### Clock wires, drivers and flops, run 1

Drawn at 8 px/µm.
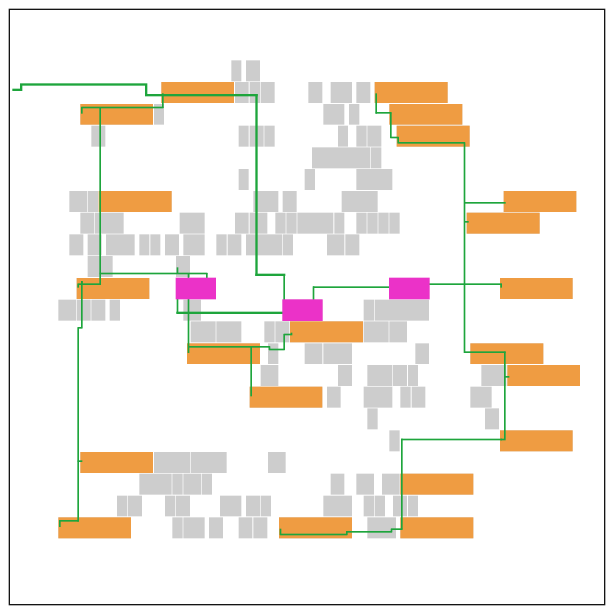
### Cell classes on the final placement, run 1

Drawn at 6 px/µm. Fill, decap, tap and diode cells in grey.
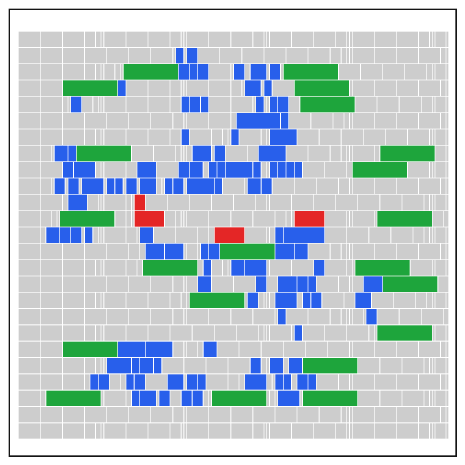
### Routing congestion map, run 1

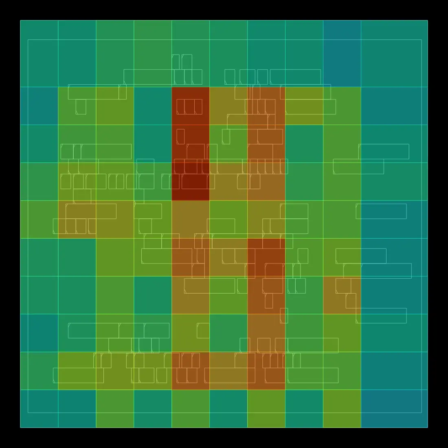
### Sequential cells coloured by netlist name, run 1

Drawn at 6 px/µm. Other sequential cells in the stronger grey, the rest of the logic in the fainter grey.
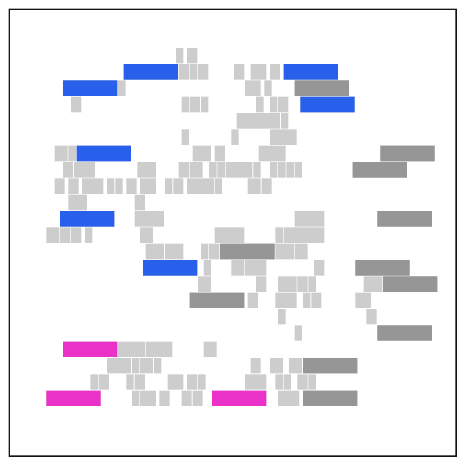
File: src/rtl/change_dispenser.sv
// change_dispenser: ticket/change output stage of the ticket vending machine.
//
// A one-cycle start strobe, accepted only when idle, latches the ticket count
// (clamped to MAX_TICKETS) and the change due. The block then issues all
// tickets, followed by the change paid greedily in 10/5/1 coins. It issues one
// item per accepted actuator-ready cycle, and each pulse is followed by
// GAP_CYCLES recovery cycles.
//
// Optional feature macro: COIN_TALLY_EN adds saturating per-denomination coin
// counters (tally10_o/tally5_o/tally1_o). These counters are cleared only by reset.
//
// Ports:
//   clk_i          system clock, rising edge
//   rst_ni         asynchronous active-low reset
//   start_i        one-cycle strobe: latch ticket_cnt_i / change_i
//   ticket_cnt_i   tickets to issue (clamped to MAX_TICKETS)
//   change_i       change due, 0..127
//   act_ready_i    actuator can accept a pulse this cycle
//   busy_o         high from the cycle after start until done
//   ticket_pulse_o one-cycle ticket eject
//   coin_pulse_o   one-cycle coin eject
//   coin_val_o     coin value with coin_pulse_o (10/5/1), else 0
//   remain_o       change not yet dispensed
//   done_o         one-cycle completion strobe
module change_dispenser #(
  parameter int unsigned GAP_CYCLES  = 2,
  parameter int unsigned MAX_TICKETS = 5
) (
  input  logic       clk_i,
  input  logic       rst_ni,
  input  logic       start_i,
  input  logic [2:0] ticket_cnt_i,
  input  logic [6:0] change_i,
  input  logic       act_ready_i,
  output logic       busy_o,
  output logic       ticket_pulse_o,
  output logic       coin_pulse_o,
  output logic [3:0] coin_val_o,
  output logic [6:0] remain_o,
  output logic       done_o
`ifdef COIN_TALLY_EN
  ,
  output logic [7:0] tally10_o,
  output logic [7:0] tally5_o,
  output logic [7:0] tally1_o
`endif
);

  localparam logic [2:0]  MaxTk   = 3'(MAX_TICKETS);
  localparam int unsigned GapW    = (GAP_CYCLES > 2) ? $clog2(GAP_CYCLES) : 1;
  localparam logic [GapW-1:0] GapLast = GapW'((GAP_CYCLES == 0) ? 0 : GAP_CYCLES - 1);

  typedef enum logic [2:0] {StIdle, StTicket, StCoin, StGap, StDone} state_e;

  state_e          state_q, state_d;
  logic [2:0]      tk_q, tk_d;
  logic [6:0]      rem_q, rem_d;
  logic [GapW-1:0] gap_cnt_q, gap_cnt_d;
  logic [3:0]      coin_sel;

  logic            busy_q, busy_d;
  logic            ticket_pulse_q, ticket_pulse_d;
  logic            coin_pulse_q, coin_pulse_d;
  logic [3:0]      coin_val_q, coin_val_d;
  logic            done_q, done_d;

  function automatic state_e pick_next(input logic [2:0] tk, input logic [6:0] rem);
    if (tk != 3'd0) return StTicket;
    if (rem != 7'd0) return StCoin;
    return StDone;
  endfunction

  // Greedy denomination for the next coin.
  always_comb begin
    coin_sel = 4'd1;
    if (rem_q >= 7'd10)     coin_sel = 4'd10;
    else if (rem_q >= 7'd5) coin_sel = 4'd5;
  end

  // State register.
  always_ff @(posedge clk_i or negedge rst_ni) begin
    if (!rst_ni) state_q <= StIdle;
    else         state_q <= state_d;
  end

  // Next-state and datapath next values.
  always_comb begin
    state_d   = state_q;
    tk_d      = tk_q;
    rem_d     = rem_q;
    gap_cnt_d = gap_cnt_q;
    unique case (state_q)
      StIdle: begin
        if (start_i) begin
          tk_d    = (ticket_cnt_i > MaxTk) ? MaxTk : ticket_cnt_i;
          rem_d   = change_i;
          state_d = pick_next(tk_d, rem_d);
        end
      end
      StTicket: begin
        if (act_ready_i) begin
          tk_d      = tk_q - 3'd1;
          gap_cnt_d = '0;
          // Without a recovery gap the next decision follows the pulse directly.
          state_d   = (GAP_CYCLES == 0) ? pick_next(tk_d, rem_q) : StGap;
        end
      end
      StCoin: begin
        if (act_ready_i) begin
          rem_d     = rem_q - {3'b000, coin_sel};
          gap_cnt_d = '0;
          state_d   = (GAP_CYCLES == 0) ? pick_next(tk_q, rem_d) : StGap;
        end
      end
      StGap: begin
        if (gap_cnt_q == GapLast) state_d = pick_next(tk_q, rem_q);
        else                      gap_cnt_d = gap_cnt_q + GapW'(1);
      end
      StDone:  state_d = StIdle;
      default: state_d = StIdle;
    endcase
  end

  // Output next values; every output is registered.
  always_comb begin
    ticket_pulse_d = (state_q == StTicket) && act_ready_i;
    coin_pulse_d   = (state_q == StCoin) && act_ready_i;
    coin_val_d     = coin_pulse_d ? coin_sel : 4'd0;
    done_d         = (state_q == StDone);
    busy_d         = (state_d != StIdle) && (state_q != StDone);
  end

  always_ff @(posedge clk_i or negedge rst_ni) begin
    if (!rst_ni) begin
      tk_q           <= '0;
      rem_q          <= '0;
      gap_cnt_q      <= '0;
      busy_q         <= 1'b0;
      ticket_pulse_q <= 1'b0;
      coin_pulse_q   <= 1'b0;
      coin_val_q     <= '0;
      done_q         <= 1'b0;
    end else begin
      tk_q           <= tk_d;
      rem_q          <= rem_d;
      gap_cnt_q      <= gap_cnt_d;
      busy_q         <= busy_d;
      ticket_pulse_q <= ticket_pulse_d;
      coin_pulse_q   <= coin_pulse_d;
      coin_val_q     <= coin_val_d;
      done_q         <= done_d;
    end
  end

  assign busy_o         = busy_q;
  assign ticket_pulse_o = ticket_pulse_q;
  assign coin_pulse_o   = coin_pulse_q;
  assign coin_val_o     = coin_val_q;
  assign remain_o       = rem_q;
  assign done_o         = done_q;

`ifdef COIN_TALLY_EN
  logic [7:0] tally10_q, tally5_q, tally1_q;

  always_ff @(posedge clk_i or negedge rst_ni) begin
    if (!rst_ni) begin
      tally10_q <= '0;
      tally5_q  <= '0;
      tally1_q  <= '0;
    end else if (coin_pulse_d) begin
      if (coin_sel == 4'd10 && tally10_q != 8'hff) tally10_q <= tally10_q + 8'd1;
      if (coin_sel == 4'd5 && tally5_q != 8'hff)   tally5_q  <= tally5_q + 8'd1;
      if (coin_sel == 4'd1 && tally1_q != 8'hff)   tally1_q  <= tally1_q + 8'd1;
    end
  end

  assign tally10_o = tally10_q;
  assign tally5_o  = tally5_q;
  assign tally1_o  = tally1_q;
`endif

endmodule

File: config.mk
export PLATFORM = sky130hd
export DESIGN_NAME = change_dispenser
export DESIGN_NICKNAME = d
export VERILOG_FILES = /design/src/rtl/change_dispenser.sv
export SDC_FILE = /design/constraint.sdc
export NUM_CORES = 1
export LEC_CHECK = 0
export ABC_CLOCK_PERIOD_IN_PS = 5900
export CAP_MARGIN = 40
export CELL_PAD_IN_SITES_DETAIL_PLACEMENT = 0
export CELL_PAD_IN_SITES_GLOBAL_PLACEMENT = 1
export CORE_MARGIN = 1
export CORE_UTILIZATION = 24
export DETAILED_ROUTE_END_ITERATION = 16
export DONT_BUFFER_PORTS = 1
export PLACE_DENSITY_LB_ADDON = 0.12
export SLEW_MARGIN = 20
export SYNTH_ARGS = -nofsm -noshare
export SYNTH_HDL_FRONTEND = slang
export SYNTH_SLANG_ARGS = --single-unit
File: constraint.sdc
create_clock -name clk_i -period 5.9 [get_ports clk_i]
set_clock_uncertainty 0.2 [all_clocks]
set_input_delay 1.18 -clock clk_i [delete_from_list [all_inputs] [get_ports clk_i]]
set_output_delay 1.18 -clock clk_i [all_outputs]
set_load 0.02 [all_outputs]
==> Slide: Implementation Results, run 1 <==
Key Metrics from the Run

Run status
  • Status: completed

Finish
  • Area grow syn2layout: 7.492%
  • Filler cells: between 500 and 600
  • Reg area: between 500 and 600 µm²
  • Inverter count: 10
  • Multi-In Gates: 104
  • Comb/total area: 0.4851
  • Clock network area share: 0.03439
  • Largest cell class: logic gates
  • # nets final: between 150 and 200
  • Comb gate area: roughly 650 µm²
  • Dominant logic cell type in the layout: dfrtp_1
  • Plain + repair buffers: 0
  • # diodes: 0
  • Max reg flops: 7
  • FFs & Latches: 21
  • Buffer share of cell area: 0
  • Non-filler cells, final: about 210

Timing
  • Final slew viol count: 0
  • Slew Limit Headroom: 0.5726
  • Worst-margin pin slew: approximately 0.64 ns
  • Part of the cycle the worst path needs: 0.4704
  • Max Freq: around 0.36 GHz
  • Unrepaired setup endpoints after global routing: false
  • Endpoints failing setup: 0
  • Fin crit period: roughly 2.8 ns

Detailed routing
  • Iteration-0 DRC count of the detailed router: between 50 and 60
  • Antenna-violating nets left: 0
  • DR vias: 978
  • Avg WL per Cell: around 15 µm
  • Drt pass-1 iters: 4
  • Final wirelength: about 3.0 mm
  • Vias per cell: about 4.7

Setup path
  • FF-to-FF End: remain_o[6]$_DFFE_PN0P_
  • Worst r2r src: remain_o[4]$_DFFE_PN0P_
  • Setup crit end: remain_o[6]$_DFFE_PN0P_
  • CP top delay family: simple AND/OR/NAND/NOR gates
  • R2R cell count: 10
  • CP endpoint kind: flip-flop
  • Crit-path cells: nor3_1 -> nand2_1 -> inv_1 -> ha_1 -> fa_1 -> nand2b_1 -> a21oi_1 -> o311a_1 -> a21oi_2 -> o21ai_1
  • CP arrival: 2.71 ns
  • Slowest CP cell: dfrtp_1
  • WS Path Type: flip-flop to flip-flop
  • Critical path depth in cells: 10
  • CP Buf/Inv Count: 1
  • Crit-path max FO: 6

Hold path
  • Type of the most critical hold path: flip-flop to flip-flop
  • Worst Hold Depth: 1
  • HP Start: tk_q[0]$_DFFE_PN0P_
  • Min-Delay Endpoint: tk_q[0]$_DFFE_PN0P_

Global routing
  • Number of global-route vias before repair: 970
  • Met1 Use GR: 0.1714
  • First-pass GRT wire length: a little under 5 mm
  • M2 GR Usage: 0.1818
  • Grt ovf: 0
  • Largest net degree at the start of global routing: 22
  • Tot GR Track Use: 0.1218

Floorplanning
  • Die Wd: 74.24 µm
  • Tapcells: roughly 67
  • Die area: ~5500 µm²
  • Die height: about 74 µm
  • Fp util: 0.2567
  • I/O pin total: 29

Synthesis
  • Synth Area in Simple Gates: 0.2088
  • Xor/xnor share: 0.01399
  • Yosys aoi share: 0.1978
  • Seq cells post-synth: 21
  • Synth Area in Adders: 0.07592
  • Warnings from Yosys: 0
  • Yosys Chip Area: roughly 1300 µm²
  • Fraction of registers with async set/reset: 1.000
  • Yosys stat cell total: between 100 and 150
  • Mux share: 0.02498
  • Top-count cell post-synth: dfrtp_1
  • Synthesized cell area: ~1300 µm²
  • Main logic family: simple AND/OR/NAND/NOR gates
  • Mapped Cells: ~140
  • Top cells, area: dfrtp_1, ha_1, nor2_1
  • Register area share after synthesis: 0.4196
  • Max-area cell share: 0.4196
  • Post-synthesis net count: 161
  • Post-synth EDFFs: 0
  • Main synth FF type: dfrtp_1
  • Syn_area_per_cell: between 8 and 9 µm²

Run
  • OpenROAD warnings: 27
  • Max-cap violations: 0

CTS
  • Hold-fix buffers, CTS: 0
  • Clock slew at reported path FFs: ~0.08 ns
  • Root Buffer: clkbuf_8
  • Post-CTS Setup Bufs: 0
  • CTS tree: built
  • Number of CTS-inserted buffers: 3
  • Clock tree buffer depth: 2
  • # resized after CTS: 0
  • H-tree levels: 1
  • Total clock sinks: 21

Power
  • Maximum vdd drop: ~180 µV
  • Pwr Density: roughly 520 nW/µm²
  • Leakage: between 0.5 and 0.6 nW

Placed design
  • Number of port buffers: 0
  • GPL Wtd Cong: around 0.75
  • Cell Area, Placed: about 1300 µm²
  • Dpl hpwl: 2.345 mm
  • Placed Cells: 202
## Picture notes: 'Clock wires, drivers and flops'
[magenta] clock-net drivers | count: 3
[orange] flip-flops | count: 21
[green] clock wires | length: 331 µm
flops lie: spread over the die
routed clock nets: 4
Clock power frac: 0.137
worst skew pair latency: 0.26 ns

## Picture notes: 'Cell classes on the final placement'
| colour | class | cells | share of their area |
|---|---|---|---|
| red | clock drivers and dummy loads | 4 | 3.7% |
| blue | remaining logic cells | 114 | 55% |
| green | sequential cells | 21 | 42% |
Finished Cell Area: 1346 µm²
sequential cell area share: 0.3903
# rows: 25
core area: 4880 µm²
Layout Utilization: 0.2759

## Picture notes: 'Routing congestion map'
met3 usage: 0.04065
Top Usage Layer GRT: met2

## Picture notes: 'Sequential cells coloured by netlist name'
| colour | signal | placed flops |
|---|---|---|
| magenta | tk_q | 3 |
| blue | remain_o | 7 |

-- run 1: metal layers --
layer  part of all wire  vias to the layer above
met1               0.49                      458
met5                  0                        -
met2               0.44                       28
li1                   -                      490
met4             0.0072                        0
met3              0.060                        2
-- run 1: power by group --
group	switching [mW]	internal, mW
logic	0.171	0.131
registers	0.114	0.192
clock network	0.0496	0.0471
-- run 1: metrics by stage --
step | hold slack, ns | power [mW] | util | setup slack [ns]
3_5_place_dp | 0.3288 | 0.6143 | 0.2664 | 3.139
4_1_cts | 0.3484 | 0.7157 | 0.2759 | 3.111
5_1_grt | 0.3786 | 0.7700 | 0.2759 | 2.894
6_report | 0.3425 | 0.7053 | 0.2759 | 3.124
3_3_place_gp | 0.3267 | 0.6163 | 0.2664 | 3.240
2_1_floorplan | 0.2949 | 0.5465 | - | 3.470
### Floorplan with the power grid, run 1

Drawn at 4 px/µm. Pins as bars on the die edge.
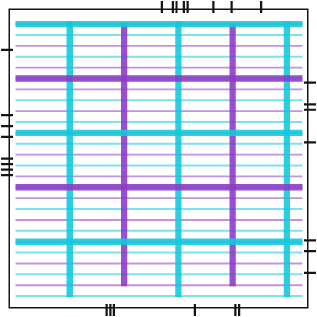

==> run 1 -> run 2 <==
- ABC_CLOCK_PERIOD_IN_PS: 5900 -> 2400
- clock period: 5.9 -> 2.4 ns (I/O delays scaled with it)
### Floorplan with the power grid, run 2

Drawn at 4 px/µm. Pins as bars on the die edge.
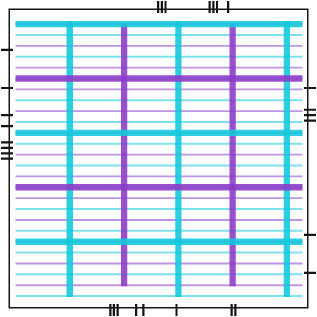
| colour | net |
|---|---|
| purple | VDD |
| cyan | VSS |
met1 rails: 26
met5 straps: 5
signal pins: 29
met4 straps: 5
rows: 25
die height: 74.24 µm
Die Wd: 74.24 µm
maximum vdd drop: 390.7 µV

### Cell classes on the final placement, run 2

Drawn at 6 px/µm. Fill, decap, tap and diode cells in grey.
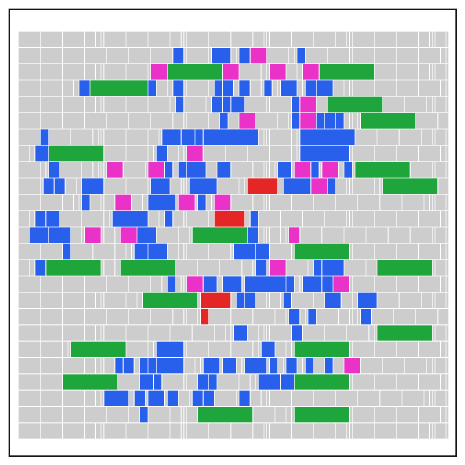
| colour | class | cells | share of their area |
|---|---|---|---|
| green | sequential cells | 21 | 35% |
| blue | remaining logic cells | 114 | 50% |
| magenta | remaining buffers and delay cells | 24 | 12% |
| red | clock drivers and dummy loads | 4 | 3.0% |

==> run 2 against run 1 <==
The flow now finishes with violations (negative hold slack). Global-route usage grew 1.8 points. Sequential power grew 98%. Design area grew 17%. Worst hold slack lost 0.37 ns. Largest power group is now combinational logic.
==> Slide: Implementation Results, run 2 <==
Key Metrics from the Run

Run status
  • Status: finished with violations
  • Violated checks: negative hold slack

Setup path
  • CP top delay family: AND-OR/OR-AND gates
  • Crit-path max FO: 4 (-2)
  • FF-to-FF End: remain_o[6]$_DFFE_PN0P_
  • Slowest CP cell: dfrtp_1
  • Setup crit end: remain_o[6]$_DFFE_PN0P_
  • CP endpoint kind: flip-flop
  • CP Buf/Inv Count: 2 (+1)
  • CP arrival: 2.18 ns (-0.53 ns)
  • WS Path Type: flip-flop to flip-flop
  • Crit-path cells: buf_4 -> nor2_2 -> nand2_1 -> o21ai_0 -> nand2_1 -> ha_4 -> nand2b_1 -> a21oi_1 -> buf_4 -> o311a_1 -> a21oi_2 -> o21ai_1
  • Critical path origin: remain_o[1]$_DFFE_PN0P_
  • Flop2flop setup slack: approximately 0.14 ns
  • R2R cell count: 12 (+2)
  • Critical path depth in cells: 12 (+2)
  • Worst r2r src: remain_o[1]$_DFFE_PN0P_

Detailed routing
  • Vias per cell: 4.700 (-1.0%)
  • Iteration-0 DRC count of the detailed router: 27 (-51%)
  • DR vias: 1081 (+11%)
  • Avg WL per Cell: 14.69 µm (-0.67%)
  • Final wirelength: 3.378 mm (+11%)
  • Drt pass-1 iters: 4 (unchanged)
  • Antenna-violating nets left: 0 (unchanged)

Synthesis
  • Yosys stat cell total: 140 (unchanged)
  • Synth Area in Simple Gates: 0.2088 (unchanged)
  • Post-synthesis net count: 161 (unchanged)
  • Yosys Chip Area: 1252 µm² (unchanged)
  • Yosys aoi share: 0.1978 (unchanged)
  • Fraction of registers with async set/reset: 1.000 (unchanged)
  • Mapped Cells: 140 (unchanged)
  • Main logic family: simple AND/OR/NAND/NOR gates
  • Xor/xnor share: 0.01399 (unchanged)
  • Warnings from Yosys: 0 (unchanged)
  • Top cells, area: dfrtp_1, ha_1, nor2_1
  • Register area share after synthesis: 0.4196 (unchanged)
  • Post-synth EDFFs: 0 (unchanged)
  • Mux share: 0.02498 (unchanged)
  • Synth Area in Adders: 0.07592 (unchanged)
  • Max-area cell share: 0.4196 (unchanged)
  • Top-count cell post-synth: dfrtp_1
  • Leading area contributor after synthesis: dfrtp_1
  • Seq cells post-synth: 21 (unchanged)
  • Syn_area_per_cell: 8.946 µm² (unchanged)
  • Synthesized cell area: 1252 µm² (unchanged)
  • Main synth FF type: dfrtp_1

Floorplanning
  • # rows: 25 (unchanged)
  • Fp util: 0.2567 (unchanged)
  • Core area: 4880 µm² (unchanged)
  • I/O pin total: 29 (unchanged)
  • Die area: 5512 µm² (unchanged)

CTS
  • H-tree levels: 1 (unchanged)
  • Clock tree buffer depth: 2 (unchanged)
  • Post-CTS Setup Bufs: 1 (+1)
  • Clock slew at reported path FFs: 0.09 ns (about the same)
  • Root Buffer: clkbuf_8
  • # resized after CTS: 0 (unchanged)
  • Worst skew pair latency: 0.26 ns (about the same)
  • Hold-fix buffers, CTS: 1 (+1)
  • CTS tree: built
  • Total clock sinks: 21 (unchanged)
  • Number of CTS-inserted buffers: 3 (unchanged)

Global routing
  • Tot GR Track Use: 0.1395 (+0.01772)
  • Largest net degree at the start of global routing: 22 (unchanged)
  • First-pass GRT wire length: 5.699 mm (+15%)
  • Grt ovf: 0 (unchanged)
  • Number of global-route vias before repair: 1153 (+19%)

Hold path
  • Type of the most critical hold path: input port to async pin

Power
  • P_sw: 0.9355 mW (+180%)
  • Combinational share of power: 0.597 (+0.169)
  • Sequential Power Share: 0.288 (-0.147)
  • Sw Share: 0.4443 (-0.03049)
  • Pwr Density: 1333 nW/µm² (+150%)
  • Clock power frac: 0.115 (-0.022)
  • Leakage: 0.6919 nW (+20%)
  • Pwr Total: 2.106 mW (+200%)
  • Cell Int Power: 1.170 mW (+220%)

Placed design
  • Pre-CTS setup slack: -0.007004 ns (-3.146 ns)
  • Dpl hpwl: 2.566 mm (+9.4%)
  • Placed Cells: 222 (+9.9%)
  • Cell Area, Placed: 1456 µm² (+12%)
  • Number of port buffers: 0 (unchanged)
  • GPL Wtd Cong: 0.8063 (+7.4%)

Timing
  • Hold slack: -0.03048 ns (-0.3730 ns)
  • Fin crit period: 2.256 ns (-0.5196 ns)
  • Final hold violation count: 21
  • Setup ws final: 0.1441 ns (-2.980 ns)
  • Final slew viol count: 0 (unchanged)
  • Max Freq: 0.4433 GHz (+23%)
  • Part of the cycle the worst path needs: 0.9400 (+0.4695)
  • Slew Limit Headroom: 0.5685 (-0.004133)
  • Endpoints failing setup: 0 (unchanged)
  • Worst-margin pin slew: 0.6472 ns (+0.006199 ns)

Finish
  • Dominant logic cell type in the layout: buf_4
  • Non-filler cells, final: 230 (+12%)
  • # diodes: 0 (unchanged)
  • # nets final: 185 (+15%)
  • Max reg flops: 7 (unchanged)
  • Finished Cell Area: 1580 µm² (+17%)
  • Area grow syn2layout: 26.17%

Run
  • OpenROAD warnings: 27 (unchanged)
  • Max-cap violations: 0 (unchanged)
### Routing congestion map, run 2

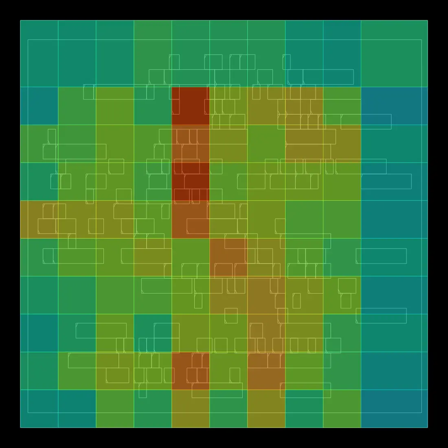
met3 usage: 0.02304
M2 GR Usage: 0.2101
Layout Utilization: 0.3238

run 2: power groups by stage:
stage               sequential (mW)  clock [mW]  combinational [mW]
detailed placement            0.602           0                1.15
global route                  0.624       0.271                1.42
global placement              0.600           0                1.15
floorplan                     0.671           0               0.680
CTS                           0.593       0.257                1.18
finish                        0.607       0.241                1.26
run 2: per-layer routing:
layer / up-vias / share of wire / track usage
met4: 0 / 0.0065 / 0.04403
met1: 520 / 0.52 / 0.2033
met2: 15 / 0.44 / 0.2101
met3: 2 / 0.029 / 0.02304
met5: - / 0 / 0
li1: 544 / - / -
run 2: final cells by class:
class	instances	area, µm²
Clock buffer	4	45.04
Fill cell	542	3299
Inverter	10	37.54
Multi-Input combinational cell	104	709.4
Sequential cell	21	526.8
Tap cell	67	83.83
Timing Repair Buffer	24	177.7
==> run 2 -> run 3 <==
- CTS_CLUSTER_DIAMETER: default -> 150
### Cell classes on the final placement, run 3

Drawn at 6 px/µm. Fill, decap, tap and diode cells in grey.
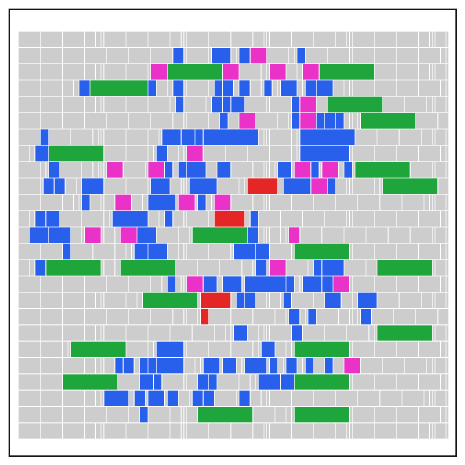
Finished Cell Area: 1580 µm²
sequential cell area share: 0.3333

### Clock wires, drivers and flops, run 3

Drawn at 8 px/µm.
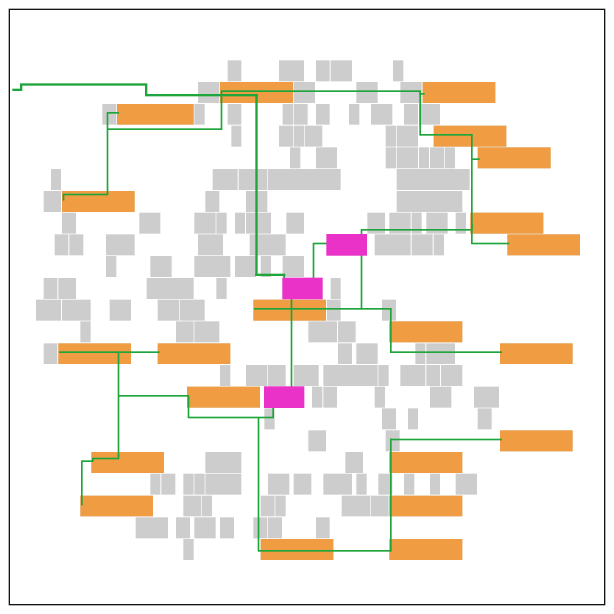
[green] clock wires | length: 364 µm
[magenta] clock-net drivers | count: 3
[orange] flip-flops | count: 21
routed clock nets: 4
flops lie: spread over the die

==> run 3 against run 2 <==
The run still ends with negative hold slack left. First-iteration DRC count did not move. Sequential power barely moved. Clock power barely moved. Maximum frequency did not move. Register-to-register slack hardly changed. Worst setup slack unchanged. Non-clock buffer count unchanged. Sequential share of layout area did not move. Clock-buffer cell count did not move. Worst hold slack did not move. Critical path type unchanged. Core utilization unchanged. Synthesized cell count unchanged.
==> Slide: Implementation Results, run 3 <==
Key Metrics from the Run

Run status
  • Status: finished with violations
  • Violated checks: negative hold slack

Synthesis
  • Mapped Cells: 140 (unchanged)
  • Mux share: 0.02498 (unchanged)
  • Synth Area in Simple Gates: 0.2088 (unchanged)
  • Top cells, area: dfrtp_1, ha_1, nor2_1
  • Leading area contributor after synthesis: dfrtp_1
  • Yosys Chip Area: 1252 µm² (unchanged)
  • Yosys stat cell total: 140 (unchanged)
  • Post-synth EDFFs: 0 (unchanged)
  • Seq cells post-synth: 21 (unchanged)
  • Max-area cell share: 0.4196 (unchanged)
  • Top-count cell post-synth: dfrtp_1
  • Syn_area_per_cell: 8.946 µm² (unchanged)
  • Post-synthesis net count: 161 (unchanged)
  • Synth Area in Adders: 0.07592 (unchanged)
  • Main logic family: simple AND/OR/NAND/NOR gates
  • Register area share after synthesis: 0.4196 (unchanged)

Finish
  • Area grow syn2layout: 26.17% (unchanged)
  • Multi-In Gates: 104 (unchanged)
  • Filler cells: 542 (unchanged)
  • Comb/total area: 0.4489 (unchanged)
  • Layout Utilization: 0.3238 (unchanged)
  • Max reg flops: 7 (unchanged)
  • Buffer share of cell area: 0.1124 (unchanged)
  • Comb gate area: 709.4 µm² (unchanged)
  • Non-filler cells, final: 230 (unchanged)
  • Clock network area share: 0.02850 (unchanged)
  • FFs & Latches: 21 (unchanged)

Placed design
  • Number of port buffers: 0 (unchanged)
  • GPL Wtd Cong: 0.8063 (unchanged)

Floorplanning
  • Die Wd: 74.24 µm (unchanged)
  • Die height: 74.24 µm (unchanged)
  • # rows: 25 (unchanged)
  • I/O pin total: 29 (unchanged)

Timing
  • Final hold violation count: 21 (unchanged)
  • Final slew viol count: 0 (unchanged)
  • Max Freq: 0.4433 GHz (unchanged)
  • Hold slack: -0.03048 ns (unchanged)
  • Worst-margin pin slew: 0.6472 ns (unchanged)
  • Fin crit period: 2.256 ns (unchanged)
  • Endpoints failing setup: 0 (unchanged)
  • Slew Limit Headroom: 0.5685 (unchanged)

Setup path
  • Crit-path cells: buf_4 -> nor2_2 -> nand2_1 -> o21ai_0 -> nand2_1 -> ha_4 -> nand2b_1 -> a21oi_1 -> buf_4 -> o311a_1 -> a21oi_2 -> o21ai_1
  • CP endpoint kind: flip-flop
  • Critical path origin: remain_o[1]$_DFFE_PN0P_
  • WS Path Type: flip-flop to flip-flop
  • Worst r2r src: remain_o[1]$_DFFE_PN0P_
  • Flop2flop setup slack: 0.14 ns (about the same)
  • CP top delay family: AND-OR/OR-AND gates
  • R2R cell count: 12 (unchanged)

Global routing
  • Met1 Use GR: 0.2033 (unchanged)
  • First-pass GRT wire length: 5.699 mm (unchanged)
  • Grt ovf: 0 (unchanged)
  • Largest net degree at the start of global routing: 22 (unchanged)

Power
  • Pwr Density: 1333 nW/µm² (unchanged)
  • Leakage: 0.6919 nW (unchanged)

CTS
  • Number of CTS-inserted buffers: 3 (unchanged)
  • CTS tree: built
  • Root Buffer: clkbuf_8
  • Total clock sinks: 21 (unchanged)
  • Hold-fix buffers, CTS: 1 (unchanged)
  • Worst skew pair latency: 0.26 ns (about the same)
  • Clock slew at reported path FFs: 0.09 ns (about the same)

Detailed routing
  • Vias per cell: 4.700 (unchanged)
  • Top routing layer in use: met4
  • Final wirelength: 3.378 mm (unchanged)
  • Iteration-0 DRC count of the detailed router: 27 (unchanged)
  • DR vias: 1081 (unchanged)

Run
  • Max-cap violations: 0 (unchanged)

Hold path
  • Type of the most critical hold path: input port to async pin
### Sequential cells coloured by netlist name, run 3

Drawn at 6 px/µm. Other sequential cells in the stronger grey, the rest of the logic in the fainter grey.
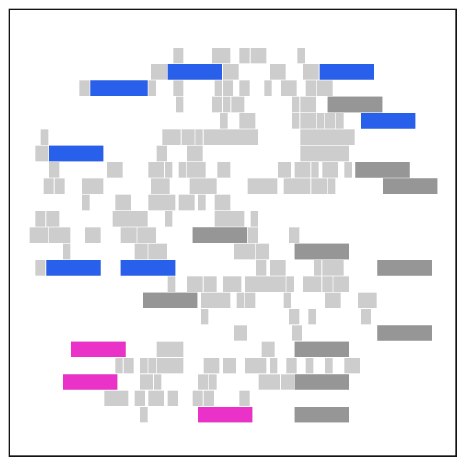
| colour | signal | placed flops |
|---|---|---|
| magenta | tk_q | 3 |
| blue | remain_o | 7 |
not coloured: 11

==> run 3: report_power, final <==
group          switching, mW  leakage [nW]  internal [mW]  total (mW)
clock network          0.123        0.0228          0.118       0.241
logic                  0.683         0.417          0.574        1.26
registers              0.129         0.252          0.478       0.607
total                  0.936         0.692           1.17        2.11
==> run 3: how the worst min path moves through the flow <==
stage,endpoint,slack (ns),depth (start not counted)
floorplan,busy_o$_DFF_PN0_,-0.02,0
global placement,state_q[0]$_DFF_PN0_,-0.01,0
detailed placement,done_o$_DFF_PN0_,-0.01,0
CTS,busy_o$_DFF_PN0_,0.14,2
global route,remain_o[2]$_DFFE_PN0P_,0.01,1
finish,remain_o[2]$_DFFE_PN0P_,-0.03,1
Power and IR drop assume default switching activity.
